### M1 wires, run 1

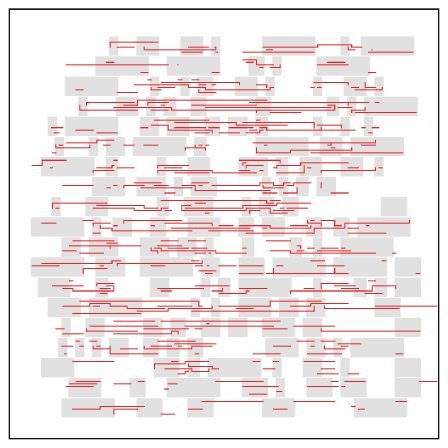
### Met2 routing, run 1

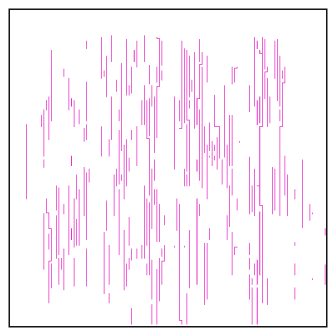
### M3 wires, run 1

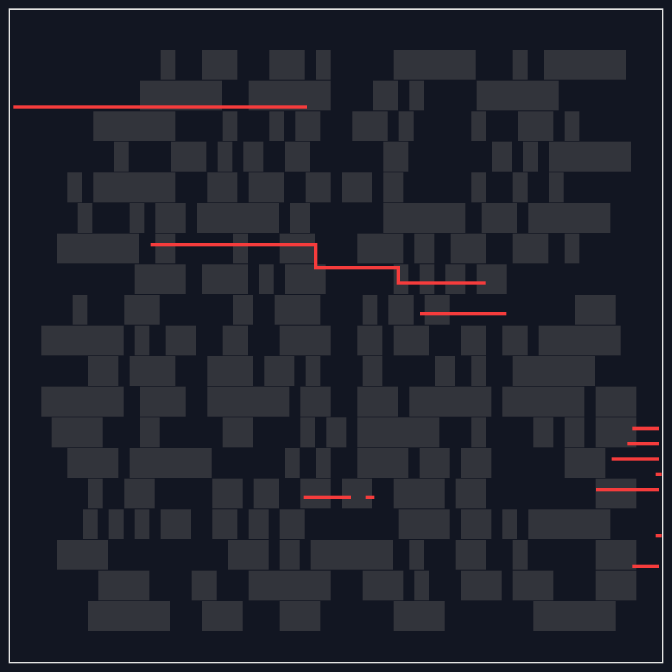
$ cat config.mk
export PLATFORM = sky130hd
export DESIGN_NAME = digit_scan_ctrl_flat
export DESIGN_NICKNAME = d
export VERILOG_FILES = /design/src/rtl/digit_scan_if.sv /design/src/rtl/digit_scan_ctrl.sv /design/src/flat_wrapper.sv
export SDC_FILE = /design/constraint.sdc
export NUM_CORES = 1
export LEC_CHECK = 0
export ABC_AREA = 0
export CAP_MARGIN = 20
export CELL_PAD_IN_SITES_DETAIL_PLACEMENT = 1
export CELL_PAD_IN_SITES_GLOBAL_PLACEMENT = 1
export CORE_MARGIN = 1.5
export CORE_UTILIZATION = 41
export DETAILED_ROUTE_END_ITERATION = 10
export PLACE_DENSITY_LB_ADDON = 0.15
export SLEW_MARGIN = 20
export SYNTH_ARGS = -nofsm -noshare
export SYNTH_HDL_FRONTEND = slang
export SYNTH_SLANG_ARGS = --single-unit
$ cat constraint.sdc
create_clock -name i_clk -period 2.3 [get_ports i_clk]
set_input_delay 0.575 -clock i_clk [delete_from_list [all_inputs] [get_ports i_clk]]
set_output_delay 0.575 -clock i_clk [all_outputs]
set_load 0.05 [all_outputs]
$ cat src/rtl/digit_scan_if.sv
// Scan bus between a display controller client and the digit scan sequencer.
// The master side drives enable and mask. The slave side returns the digit select, enables and pulses.
interface digit_scan_if;
   logic       i_en;
   logic [3:0] i_digit_mask;
   logic [1:0] o_addr;
   logic [3:0] o_an;
   logic       o_tick;
   logic       o_frame;

   modport master (
      output i_en,
      output i_digit_mask,
      input  o_addr,
      input  o_an,
      input  o_tick,
      input  o_frame
   );

   modport slave (
      input  i_en,
      input  i_digit_mask,
      output o_addr,
      output o_an,
      output o_tick,
      output o_frame
   );
endinterface

$ cat src/rtl/digit_scan_ctrl.sv
// Four-digit time-multiplexed scan sequencer.
// Each slot starts with a dead-time blank and then drives the selected digit (active-low enables).
//
// state | meaning
// IDLE  | display off, position held, waiting for enable
// BLANK | all digits dark while the downstream mux settles on r_addr
// DRIVE | selected digit lit if its mask bit is set
module digit_scan_ctrl #(
   parameter int DIV   = 50000,
   parameter int BLANK = 500,
   parameter int CW    = 16
) (
   input  logic        i_clk,
   input  logic        i_rst,
   digit_scan_if.slave scan_if
);

   typedef enum logic [1:0] {
      S_IDLE  = 2'd0,
      S_BLANK = 2'd1,
      S_DRIVE = 2'd2
   } state_t;

   localparam logic [CW-1:0] BLANK_LAST = CW'(BLANK - 1);
   localparam logic [CW-1:0] DRIVE_LAST = CW'(DIV - BLANK - 1);

   state_t        r_state;
   logic [CW-1:0] r_cnt;
   logic [1:0]    r_addr;
   logic [3:0]    r_an;
   logic          r_tick;
   logic          r_frame;

   logic [3:0]    w_onehot;
   logic [3:0]    w_an_lit;

   assign w_onehot = 4'b0001 << r_addr;
   assign w_an_lit = ~(w_onehot & scan_if.i_digit_mask);

   always_ff @(posedge i_clk) begin
      if (i_rst) begin
         r_state <= S_IDLE;
         r_cnt   <= '0;
         r_addr  <= 2'd0;
         r_an    <= 4'b1111;
         r_tick  <= 1'b0;
         r_frame <= 1'b0;
      end else begin
         r_tick  <= 1'b0;
         r_frame <= 1'b0;
         if (!scan_if.i_en) begin
            // Disable wins in every state; r_addr is kept so scanning resumes at the same digit.
            r_state <= S_IDLE;
            r_cnt   <= '0;
            r_an    <= 4'b1111;
         end else begin
            case (r_state)
               S_IDLE: begin
                  r_state <= S_BLANK;
                  r_cnt   <= '0;
                  r_an    <= 4'b1111;
               end
               S_BLANK: begin
                  if (r_cnt == BLANK_LAST) begin
                     r_state <= S_DRIVE;
                     r_cnt   <= '0;
                     r_an    <= w_an_lit;
                  end else begin
                     r_cnt   <= r_cnt + CW'(1);
                     r_an    <= 4'b1111;
                  end
               end
               S_DRIVE: begin
                  if (r_cnt == DRIVE_LAST) begin
                     r_state <= S_BLANK;
                     r_cnt   <= '0;
                     r_an    <= 4'b1111;
                     r_addr  <= r_addr + 2'd1;
                     r_tick  <= 1'b1;
                     r_frame <= (r_addr == 2'd3);
                  end else begin
                     r_cnt   <= r_cnt + CW'(1);
                     r_an    <= w_an_lit;
                  end
               end
               default: begin
                  r_state <= S_IDLE;
                  r_cnt   <= '0;
                  r_an    <= 4'b1111;
               end
            endcase
         end
      end
   end

   assign scan_if.o_addr  = r_addr;
   assign scan_if.o_an    = r_an;
   assign scan_if.o_tick  = r_tick;
   assign scan_if.o_frame = r_frame;

endmodule

$ cat src/flat_wrapper.sv
// flat-port wrapper written by rule: the top's interface ports become plain ports
module digit_scan_ctrl_flat 
#(
   parameter int DIV   = 50000,
   parameter int BLANK = 500,
   parameter int CW    = 16
)
  (i_clk, i_rst, scan_if_i_en, scan_if_i_digit_mask, scan_if_o_addr, scan_if_o_an, scan_if_o_tick, scan_if_o_frame);
  digit_scan_if scan_if_i ();
  input  logic i_clk;
  input  logic i_rst;
  input wire logic [$bits(scan_if_i.i_en)-1:0] scan_if_i_en;
  input wire logic [$bits(scan_if_i.i_digit_mask)-1:0] scan_if_i_digit_mask;
  output wire logic [$bits(scan_if_i.o_addr)-1:0] scan_if_o_addr;
  output wire logic [$bits(scan_if_i.o_an)-1:0] scan_if_o_an;
  output wire logic [$bits(scan_if_i.o_tick)-1:0] scan_if_o_tick;
  output wire logic [$bits(scan_if_i.o_frame)-1:0] scan_if_o_frame;
  assign scan_if_i.i_en = scan_if_i_en;
  assign scan_if_i.i_digit_mask = scan_if_i_digit_mask;
  assign scan_if_o_addr = scan_if_i.o_addr;
  assign scan_if_o_an = scan_if_i.o_an;
  assign scan_if_o_tick = scan_if_i.o_tick;
  assign scan_if_o_frame = scan_if_i.o_frame;
  digit_scan_ctrl #(.DIV(DIV), .BLANK(BLANK), .CW(CW)) u_core (.i_clk(i_clk), .i_rst(i_rst), .scan_if(scan_if_i));
endmodule
==> job_summary.md, run 1 <==
### Flow metrics

| Metric | Value |
|---|---|
| Status | `complete, no violations` |
| RSZ-0062 raised after global routing | `false` |
| Main synth FF type | `dfxtp_1` |
| OpenROAD warning count | `32` |
| Initial Util | `44.1%` |
| DRC | `0` |
| Design Power | `0.713 mW` |
| Max FFs per register | `16` |
| Post-route cell area | `1470 um2` |
| Synth flops | `26` |
| GRT Overall Usage | `19.5%` |
| Sw frac | `23.4%` |
| Worst-case clock buffer depth | `2` |
| Drt first pass iters | `6` |
| CP max FO | `5` |
| Num CTS Buffers | `3` |
| Yosys simple share | `25.7%` |
| # fillers | `335` |
| Ys cells | `138` |
| Core Area | `2810 um2` |
| CTS Hold Bufs | `0` |
| DIE WIDTH | `57.9 um` |
| Largest cells by area after synthesis | `dfxtp_1, ha_1, xnor2_1, nor2_1, nand2_1` |
| Average size of a mapped cell | `8.96 um2` |
| DR WL/cell | `14.8 um` |
| Clk slew on worst S/H paths | `130 ps` |
| H-tree depth | `1` |
| Main logic family after synthesis | `simple AND/OR/NAND/NOR gates` |
| Sequential area share after synthesis | `42.1%` |
| Routed Antenna Nets | `0` |
| DP HPWL | `~2.1 mm` |
| Die Span Y | `57.9 um` |
| Final Net Count | `177` |
| GPL Wtd Cong | `around 0.73` |
| Yosys aoi share | `between 10 and 15%` |
| Measured slew at the worst slew-check pin | `512 ps` |
| Clk pwr share | `27.1%` |
| Synth cell count leaders | `dfxtp_1, nor2_1, nand2_1` |
| Min Tclk post-route | `2180 ps` |
| Final cell count without fillers | `190` |
| Vias in the first global route | `1086` |
| Fin Clk Skew | `3.14 ps` |
| Adder share | `9.11%` |
| CTS Sinks | `26` |
| Multi-input gate area | `677 um2` |
| # IOs | `15` |
| CP Capture Type | `output port` |
| Setup tns final | `0 ps` |
| Insertion delay at the late pin of the worst-skew pair | `about 330 ps` |
| NetSw | `0.167 mW` |
| Vias per cell | `5.32` |
| CP max stage cell | `clkdlybuf4s50_1` |
| Leading power group | `registers` |
| Post-synth EDFFs | `0` |
| Buffer count from post-CTS setup fixing | `0` |
| MaxCap Viol Count | `0` |
| Largest register by flop count | `u_core.r_cnt` |
| Syn. warnings | `0` |
| Diode count | `0` |
| Crit path DRT | `1730 ps` |
| Final setup vio count | `0` |
| FF-to-FF setup slack | `around 200 ps` |
| Final Slew Violations | `0` |
| Leading area contributor after synthesis | `dfxtp_1` |
| Congestion Overflow GR | `0` |
| Die area | `3350 um2` |
| Wire length of the first global-routing pass | `around 5 mm` |
| Top delay family on crit path | `buffers and inverters` |
| Largest stage delay, worst path | `850 ps` |
| Data arrival, critical path | `between 1500 and 2000 ps` |
| Post-Syn Area | `1240 um2` |
| # rows | `19` |
| Yosys Chip Area | `1240 um2` |
| Sequential cell area | `520 um2` |
| PD cells | `484 nW/um2` |
| CTS tree | `yes` |
| Critical-path cell list | `clkdlybuf4s50_1` |
Back to the opening pictures, 'M1 wires':
The layer carries 1380 um of wire. 157 nets have wire on it. The wires run mostly horizontal.
vias: 1010
met1 Use GR: 23.6%
drt total wl: 2.82 mm

Back to the opening pictures, 'Met2 routing':
144 nets have wire on it. The layer holds 46% of the routed length. The layer carries 1300 um of wire. The longest straight run is 22.1 um.
GR Layer Usage met2: 32.1%

Back to the opening pictures, 'M3 wires':
The layer holds 3.1% of the routed length. 10 nets have wire on it. The wires run mostly horizontal.
routing usage on met3: 6.03%

run 1: layout by cell type, fill, tap and decap left out, drive strengths merged:
cell type	Yosys	final
ha	9	9
nor4	4	4
o21bai	1	1
buf	2	6
nor2b	1	1
o31ai	2	2
a211oi	1	1
a21oi	4	4
a21boi	1	1
nand4	5	5
clkbuf	0	3
inv	8	8
o221a	1	1
and3	1	1
nand4bb	2	2
clkdlybuf4s50	0	14
and4	1	1
dfxtp	26	26
xnor2	10	10
nor3	4	4
a21o	4	4
o21ai	3	3
nand2	12	12
o41a	2	2
xor2	2	2
or3	4	4
or4	3	3
nor2	20	20
nand3	5	5
run 1: final cells by class:
type	instances	area share (%)
Tap cell	31	2.63
Inverter	8	2.04
Clock buffer	3	1.53
Multi-Input combinational cell	102	45.9
Sequential cell	26	35.3
Timing Repair Buffer	20	12.6
run 1: worst paths after layout:
path / start / endpoint / cells past startpoint
max reg2reg: u_core.r_cnt[11]$_SDFF_PP0_ / u_core.r_state[0]$_SDFFE_PP0P_ / 4
min reg2reg: u_core.r_cnt[0]$_SDFF_PP0_ / u_core.r_cnt[0]$_SDFF_PP0_ / 1
min: u_core.r_cnt[0]$_SDFF_PP0_ / u_core.r_cnt[0]$_SDFF_PP0_ / 1
max: u_core.scan_if.o_addr[0]$_SDFFE_PP0P_ / scan_if_o_addr[0] / 1
run 1: worst register-to-register path, cell delays in order (launching register included):
cell and delay [ps]:
dfxtp_1 360, or4_4 560, o41a_1 490, or4_1 500, a21boi_1 150
run 1: layer usage:
layer  wire length, um  global-route usage [%]  up-vias
li1                  -                       -      525
met1              1380                    23.6      467
met2              1300                    32.1       14
met3                86                    6.03        4
met4                55                    7.97        0
met5                 0                       0        -
--- run 2 (diff from run 1) ---
CAP_MARGIN = unset   (was 20)
GPL_ROUTABILITY_DRIVEN = 0   (was unset)
### Met2 routing, run 2

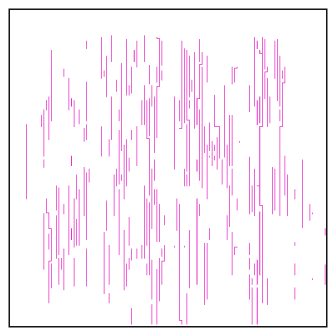
The wires run mostly vertical. 144 nets have wire on it. The layer holds 46% of the routed length.

==> run 2 against run 1 <==
Effect of this change: critical path depth unchanged; combinational power about the same; flip-flop count unchanged; clock skew unchanged; synthesized cell count unchanged; cell count unchanged; largest power group unchanged; highest routed layer unchanged.
==> job_summary.md, run 2 <==
### Flow metrics

| Metric | Value |
|---|---|
| Final Net Count | `177 (unchanged)` |
| Num CTS Buffers | `3 (unchanged)` |
| Sequential area share after synthesis | `42.1% (unchanged)` |
| Drt first pass iters | `6 (unchanged)` |
| Initial antenna violation count | `0 (unchanged)` |
| H-tree depth | `1 (unchanged)` |
| Main logic family after synthesis | `simple AND/OR/NAND/NOR gates (unchanged)` |
| Setup Crit Path Kind | `reg2out (unchanged)` |
| Critical-path cell list | `clkdlybuf4s50_1 (unchanged)` |
| Vias in the first global route | `1086 (unchanged)` |
| Syn. warnings | `0 (unchanged)` |
| Synth flops | `26 (unchanged)` |
| DP HPWL | `2.14 mm (unchanged)` |
| Post-route cell area | `1470 um2 (unchanged)` |
| # fillers | `335 (unchanged)` |
| Critical Path Source Type | `register (unchanged)` |
| Largest register by flop count | `u_core.r_cnt (unchanged)` |
| Diode count | `0 (unchanged)` |
| Insertion delay at the late pin of the worst-skew pair | `330 ps (about the same)` |
| Hold endpoint | `u_core.r_cnt[0]$_SDFF_PP0_ (unchanged)` |
| Routed Antenna Nets | `0 (unchanged)` |
| Main synth FF type | `dfxtp_1 (unchanged)` |
| Yosys simple share | `25.7% (unchanged)` |
| Initial Util | `44.1% (unchanged)` |
| Min Tclk post-route | `2180 ps (unchanged)` |
| PD cells | `484 nW/um2 (unchanged)` |
| Ys cells | `138 (unchanged)` |
| Setup tns final | `0 ps (unchanged)` |
| Die Span Y | `57.9 um (unchanged)` |
| Met1 Use GR | `23.6% (unchanged)` |
| Vias per cell | `5.32 (unchanged)` |
| Most common logic cells in the final layout | `dfxtp_1, nor2_1, clkdlybuf4s50_1 (unchanged)` |
| Routing usage on met3 | `6.03% (unchanged)` |
| Largest cells by area after synthesis | `dfxtp_1, ha_1, xnor2_1, nor2_1, nand2_1 (unchanged)` |
| DRC | `0 (unchanged)` |
| Hold Path Origin | `u_core.r_cnt[0]$_SDFF_PP0_ (unchanged)` |
| Leakage | `0.491 nW (unchanged)` |
| Top delay family on crit path | `buffers and inverters (unchanged)` |
| Post-synth EDFFs | `0 (unchanged)` |
| Initial DRC Count | `18 (unchanged)` |
| PostCTS Resize Cnt | `0 (unchanged)` |
| R2R Path Start | `u_core.r_cnt[11]$_SDFF_PP0_ (unchanged)` |
| Wire length of the first global-routing pass | `4.90 mm (unchanged)` |
| Leading area contributor after synthesis | `dfxtp_1 (unchanged)` |
| Vias | `1010 (unchanged)` |
| CTS Root Cell | `clkbuf_4 (unchanged)` |
| DIE WIDTH | `57.9 um (unchanged)` |
| Status | `complete, no violations (unchanged)` |
| Fraction of registers with async set/reset | `0% (unchanged)` |
| Worst min path class | `reg2reg (unchanged)` |
| Input/output buffers | `14 (unchanged)` |
| Synthesized instance count | `138 (unchanged)` |
| WL met2 | `1.30 mm (unchanged)` |
| Cell Type Count | `30 (unchanged)` |
| Share of cells above drive strength 1 | `8.81% (unchanged)` |
| Largest stage delay, worst path | `850 ps (about the same)` |
| Fin Clk Skew | `3.14 ps (unchanged)` |
| Crit path DRT | `1730 ps (about the same)` |
| Max FFs per register | `16 (unchanged)` |
| Die area | `3350 um2 (unchanged)` |
| Clk slew on worst S/H paths | `130 ps (about the same)` |
| Nets at Floorplan | `154 (unchanged)` |
| RSZ-0062 raised after global routing | `false (unchanged)` |
| CP Capture Type | `output port (unchanged)` |
| Worst R2R End | `u_core.r_state[0]$_SDFFE_PP0P_ (unchanged)` |
| Synth cell count leaders | `dfxtp_1, nor2_1, nand2_1 (unchanged)` |
| Data arrival, critical path | `1610 ps (about the same)` |
| WL met1 | `1.38 mm (unchanged)` |
| Placed inst area | `1450 um2 (unchanged)` |
| Yosys Chip Area | `1240 um2 (unchanged)` |
| # IOs | `15 (unchanged)` |
| CTS Sinks | `26 (unchanged)` |
| DR top layer | `met4 (unchanged)` |
| FF-to-FF path depth | `4 (unchanged)` |
| Most numerous logic cell after layout | `dfxtp_1 (unchanged)` |
| Final Slew Violations | `0 (unchanged)` |
| CTS tree | `yes (unchanged)` |
| GR Layer Usage met2 | `32.1% (unchanged)` |
| DR WL/cell | `14.8 um (unchanged)` |
| MaxCap Viol Count | `0 (unchanged)` |
| Most instantiated library cell after synthesis | `dfxtp_1 (unchanged)` |
| Max-slew headroom | `65.7% (unchanged)` |
| Area added between synthesis and finish | `19.2% (unchanged)` |
| Critical path buffers and inverters | `1 (unchanged)` |
| Mux share of post-synthesis cell area | `0% (unchanged)` |
| CP max FO | `5 (unchanged)` |
| WL met3 | `86 um (unchanged)` |
| Final Hold Vio Count | `0 (unchanged)` |
| F_max | `458 MHz (unchanged)` |
| Hold depth | `1 (unchanged)` |
| # rows | `19 (unchanged)` |
| FF-to-FF setup slack | `200 ps (about the same)` |
| Yosys aoi share | `11.4% (unchanged)` |
| Congestion Overflow GR | `0 (unchanged)` |
| CP max stage cell | `clkdlybuf4s50_1 (unchanged)` |
| Buffer count from post-CTS setup fixing | `0 (unchanged)` |
| Final setup vio count | `0 (unchanged)` |
| Measured slew at the worst slew-check pin | `512 ps (unchanged)` |
| CTS Hold Bufs | `0 (unchanged)` |
| Largest net degree at the start of global routing | `17 (unchanged)` |
| Post-Syn Area | `1240 um2 (unchanged)` |
| GR peak layer | `met2 (unchanged)` |
| Drt total wl | `2.82 mm (unchanged)` |
| Area share, top type | `42.1% (unchanged)` |
| Adder share | `9.11% (unchanged)` |
| Average size of a mapped cell | `8.96 um2 (unchanged)` |
| Final worst path period share | `95.0% (unchanged)` |
| Worst-case clock buffer depth | `2 (unchanged)` |
| OpenROAD warning count | `32 (unchanged)` |
| Core Area | `2810 um2 (unchanged)` |
| XOR-XNOR Cells, Area Fraction | `8.50% (unchanged)` |
| IR drop worst, VDD | `0.367 mV (unchanged)` |
| GRT Overall Usage | `19.5% (unchanged)` |
-- run 2: cell counts after synthesis --
No cell type changed its count.
-- run 2: worst max-delay path by stage --
stage,start,endpoint,depth (start not counted)
after global routing,u_core.scan_if.o_addr[0]$_SDFFE_PP0P_,scan_if_o_addr[0],1
after CTS,u_core.scan_if.o_addr[0]$_SDFFE_PP0P_,scan_if_o_addr[0],1
final,u_core.scan_if.o_addr[0]$_SDFFE_PP0P_,scan_if_o_addr[0],1
after floorplan,u_core.r_cnt[11]$_SDFF_PP0_,u_core.r_state[0]$_SDFFE_PP0P_,4
after global placement,u_core.r_cnt[11]$_SDFF_PP0_,u_core.r_state[0]$_SDFFE_PP0P_,4
after detailed placement,u_core.r_cnt[11]$_SDFF_PP0_,u_core.r_state[0]$_SDFFE_PP0P_,4
-- run 2: final cells by class --
cell class,instances,area (um2),share of cell area [%]
Clock buffer,3,22.5,1.53
Inverter,8,30.0,2.04
Multi-Input combinational cell,102,677,45.9
Sequential cell,26,520,35.3
Tap cell,31,38.8,2.63
Timing Repair Buffer,20,185,12.6
-- run 2: stage by stage --
stage | utilization [%] | total power, mW | hold WS [ps] | setup slack (ps) | instances
2_1_floorplan | - | 0.503 | 418 | 311 | 138
3_3_place_gp | 51.7 | 0.527 | 430 | 278 | 187
3_5_place_dp | 51.7 | 0.530 | 441 | 206 | 187
4_1_cts | 52.5 | 0.730 | 466 | 68.9 | 190
5_1_grt | 52.5 | 0.748 | 506 | 33.7 | 190
6_report | 52.5 | 0.713 | 463 | 115 | 190
-- run 2: power by group --
group / internal (mW) / switching, mW / total (mW)
Combinational: 0.0292 / 0.0325 / 0.0617
Sequential: 0.455 / 0.00296 / 0.458
Clock: 0.0617 / 0.132 / 0.193
Total: 0.546 / 0.167 / 0.713
--- run 3 (diff from run 2) ---
CORE_MARGIN = 2   (was 1.5)
### Met2 routing, run 3

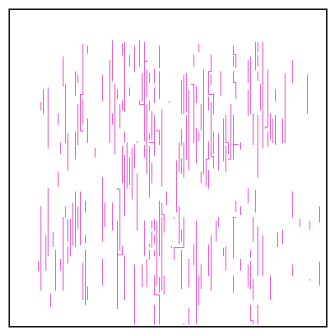
The wires run mostly vertical. The layer carries 1190 um of wire. The longest straight run is 19.7 um. The layer holds 44% of the routed length. 152 nets have wire on it.
GR Layer Usage met2: 27.1%
vias: 1039
drt total wl: 2.73 mm

==> run 3 against run 2 <==
Effect of this change: area after synthesis unchanged; synthesized cell count unchanged; cell count up 0.53%; clock power up 22%; critical path type unchanged; the run now ends with design-rule violations left; first-iteration DRC count up 83%; count of clock-buffer cells in the layout up 1; utilization up 0.49 points; combinational power down 2%; global-route usage down 1.5 points.
==> job_summary.md, run 3 <==
### Flow metrics

| Metric | Value |
|---|---|
| Core Area | `2810 um2 (unchanged)` |
| Max-slew headroom | `65.9% (was 65.7%)` |
| Post-Syn Area | `1240 um2 (unchanged)` |
| Ys cells | `138 (unchanged)` |
| Largest stage delay, worst path | `850 ps (about the same)` |
| Largest net degree at the start of global routing | `17 (unchanged)` |
| Nets at Floorplan | `154 (unchanged)` |
| CTS tree | `yes (unchanged)` |
| Critical-path cell list | `clkdlybuf4s50_1 (unchanged)` |
| Num CTS Buffers | `3 (unchanged)` |
| CTS Sinks | `26 (unchanged)` |
| OpenROAD warning count | `32 (unchanged)` |
| F_max | `456 MHz (was 458 MHz)` |
| Buffer count from post-CTS setup fixing | `0 (unchanged)` |
| Fraction of registers with async set/reset | `0% (unchanged)` |
| Most numerous logic cell after layout | `dfxtp_1 (unchanged)` |
| # fillers | `334 (was 335)` |
| DP HPWL | `2.14 mm (about the same)` |
| Main synth FF type | `dfxtp_1 (unchanged)` |
| Cell Type Count | `30 (unchanged)` |
| Share of cells above drive strength 1 | `9.38% (was 8.81%)` |
| IR drop worst, VDD | `0.289 mV (was 0.367 mV)` |
| Sequential area share after synthesis | `42.1% (unchanged)` |
| GRT Overall Usage | `18.0% (was 19.5%)` |
| Hold Path Origin | `u_core.r_cnt[0]$_SDFF_PP0_ (unchanged)` |
| Initial Util | `44.1% (unchanged)` |
| RSZ-0062 raised after global routing | `false (unchanged)` |
| Vias in the first global route | `1048 (was 1086)` |
| Worst R2R End | `u_core.r_state[0]$_SDFFE_PP0P_ (unchanged)` |
| Top delay family on crit path | `buffers and inverters (unchanged)` |
| Hold endpoint | `u_core.r_cnt[0]$_SDFF_PP0_ (unchanged)` |
| Leakage | `0.498 nW (was 0.491 nW)` |
| Fin Clk Skew | `9.54 ps (was 3.14 ps)` |
| Final cell count without fillers | `191 (was 190)` |
| Vias per cell | `5.44 (was 5.32)` |
| Max FFs per register | `16 (unchanged)` |
| Wire length of the first global-routing pass | `4.89 mm (was 4.90 mm)` |
| Initial DRC Count | `33 (was 18)` |
| CP max FO | `5 (unchanged)` |
| CP max stage cell | `clkdlybuf4s50_1 (unchanged)` |
| Congestion Overflow GR | `0 (unchanged)` |
| Measured slew at the worst slew-check pin | `510 ps (was 512 ps)` |
| Area share, top type | `42.1% (unchanged)` |
| Hold depth | `1 (unchanged)` |
| Routed Antenna Nets | `0 (unchanged)` |
| Placed inst area | `1450 um2 (unchanged)` |
| Largest cells by area after synthesis | `dfxtp_1, ha_1, xnor2_1, nor2_1, nand2_1 (unchanged)` |
| Yosys Chip Area | `1240 um2 (unchanged)` |
| FF-to-FF setup slack | `210 ps (was 200 ps)` |
| DRC | `2 (was 0)` |
| # IOs | `15 (unchanged)` |
| Average size of a mapped cell | `8.96 um2 (unchanged)` |
| Worst min path class | `reg2reg (unchanged)` |
| MaxCap Viol Count | `0 (unchanged)` |
| PostCTS Resize Cnt | `0 (unchanged)` |
| Hold_ws | `454 ps (was 463 ps)` |
| Min Tclk post-route | `2200 ps (was 2180 ps)` |
| Placed Instances | `187 (unchanged)` |
| Die Span Y | `58.9 um (was 57.9 um)` |
| Die area | `3470 um2 (was 3350 um2)` |
| Worst path depth | `1 (unchanged)` |
| Post-synth EDFFs | `0 (unchanged)` |
| DIE WIDTH | `58.9 um (was 57.9 um)` |
| Area added between synthesis and finish | `20.3% (was 19.2%)` |
| CTS Root Cell | `clkbuf_4 (unchanged)` |
| CP Capture Type | `output port (unchanged)` |
| Most common logic cells in the final layout | `dfxtp_1, nor2_1, clkdlybuf4s50_1 (unchanged)` |
| Final setup vio count | `0 (unchanged)` |
| Final worst path period share | `95.4% (was 95.0%)` |
| FF-to-FF path depth | `4 (unchanged)` |
| Synth flops | `26 (unchanged)` |
| Insertion delay at the late pin of the worst-skew pair | `330 ps (about the same)` |
| Setup tns final | `0 ps (unchanged)` |
| Worst-case clock buffer depth | `2 (unchanged)` |
| H-tree depth | `1 (unchanged)` |
| Synth cell count leaders | `dfxtp_1, nor2_1, nand2_1 (unchanged)` |
| Final Hold Vio Count | `0 (unchanged)` |
| Failing checks | `design-rule violations` |
| Data arrival, critical path | `1620 ps (was 1610 ps)` |
| # rows | `19 (unchanged)` |
| PD cells | `507 nW/um2 (was 484 nW/um2)` |
| Final Net Count | `177 (unchanged)` |
| Diode count | `0 (unchanged)` |
| CP endpoint | `scan_if_o_addr[0] (unchanged)` |
| R2R Path Start | `u_core.r_cnt[11]$_SDFF_PP0_ (unchanged)` |
| Leading area contributor after synthesis | `dfxtp_1 (unchanged)` |
| Clk slew on worst S/H paths | `150 ps (was 130 ps)` |
| Initial antenna violation count | `0 (unchanged)` |
| Syn. warnings | `0 (unchanged)` |
| Crit path from | `u_core.scan_if.o_addr[0]$_SDFFE_PP0P_ (unchanged)` |
| Input/output buffers | `14 (unchanged)` |
| Status | `finished with violations (was complete, no violations)` |
| Critical Path Source Type | `register (unchanged)` |
| Critical path buffers and inverters | `1 (unchanged)` |
| Most instantiated library cell after synthesis | `dfxtp_1 (unchanged)` |
| Drt first pass iters | `7 (was 6)` |
| Final Slew Violations | `0 (unchanged)` |
| Largest register by flop count | `u_core.r_cnt (unchanged)` |
| Post-route cell area | `1490 um2 (was 1470 um2)` |
| DR WL/cell | `14.3 um (was 14.8 um)` |
| CTS Hold Bufs | `0 (unchanged)` |
| Synthesized instance count | `138 (unchanged)` |
| Crit path DRT | `1730 ps (about the same)` |
| Setup Crit Path Kind | `reg2out (unchanged)` |
[run 3: cell counts after synthesis]
Identical to the previous run, type by type.
[run 3: logic make-up (layout without fill, tap and decap cells)]
kind of cell | count (synthesis) | in the layout | synth area share [%]
AND-OR/OR-AND | 19 | 19 | 11.4
XOR/XNOR | 12 | 12 | 8.50
adder cells (fa/ha/maj) | 9 | 9 | 9.11
buffers and inverters | 10 | 32 | 3.14
flip-flops | 26 | 26 | 42.1
AND/OR/NAND/NOR | 62 | 62 | 25.7
[run 3: report_power, final]
| part | switching (mW) | internal [mW] |
|---|---|---|
| clock network | 0.139 | 0.0969 |
| registers | 0.00299 | 0.455 |
| logic | 0.0315 | 0.0289 |
[run 3: metal layers]
layer | share of wire, % | vias up | track usage [%] | wire length, um
met5 | 0 | - | 0 | 0
met4 | 0.77 | 0 | 4.87 | 21
met3 | 4.9 | 2 | 2.86 | 133
met2 | 44 | 23 | 27.1 | 1190
met1 | 51 | 487 | 26.5 | 1380
li1 | - | 527 | - | -
[run 3: area by class of cell]
class / instances / area, um2 / share of cell area [%]
Timing Repair Buffer: 20 / 185 / 12.4
Clock buffer: 4 / 36.3 / 2.44
Inverter: 8 / 30.0 / 2.02
Sequential cell: 26 / 520 / 35.0
Tap cell: 31 / 38.8 / 2.61
Multi-Input combinational cell: 102 / 677 / 45.5
[run 3: through the flow]
| stage | power [mW] | worst slack, ps | util [%] |
|---|---|---|---|
| 2_1_floorplan | 0.503 | 311 | - |
| 3_3_place_gp | 0.527 | 277 | 51.7 |
| 3_5_place_dp | 0.529 | 227 | 51.7 |
| 4_1_cts | 0.761 | 96.9 | 53.0 |
| 5_1_grt | 0.793 | 38.5 | 53.0 |
| 6_report | 0.754 | 105 | 53.0 |
Power is estimated from default activity; no workload was simulated.
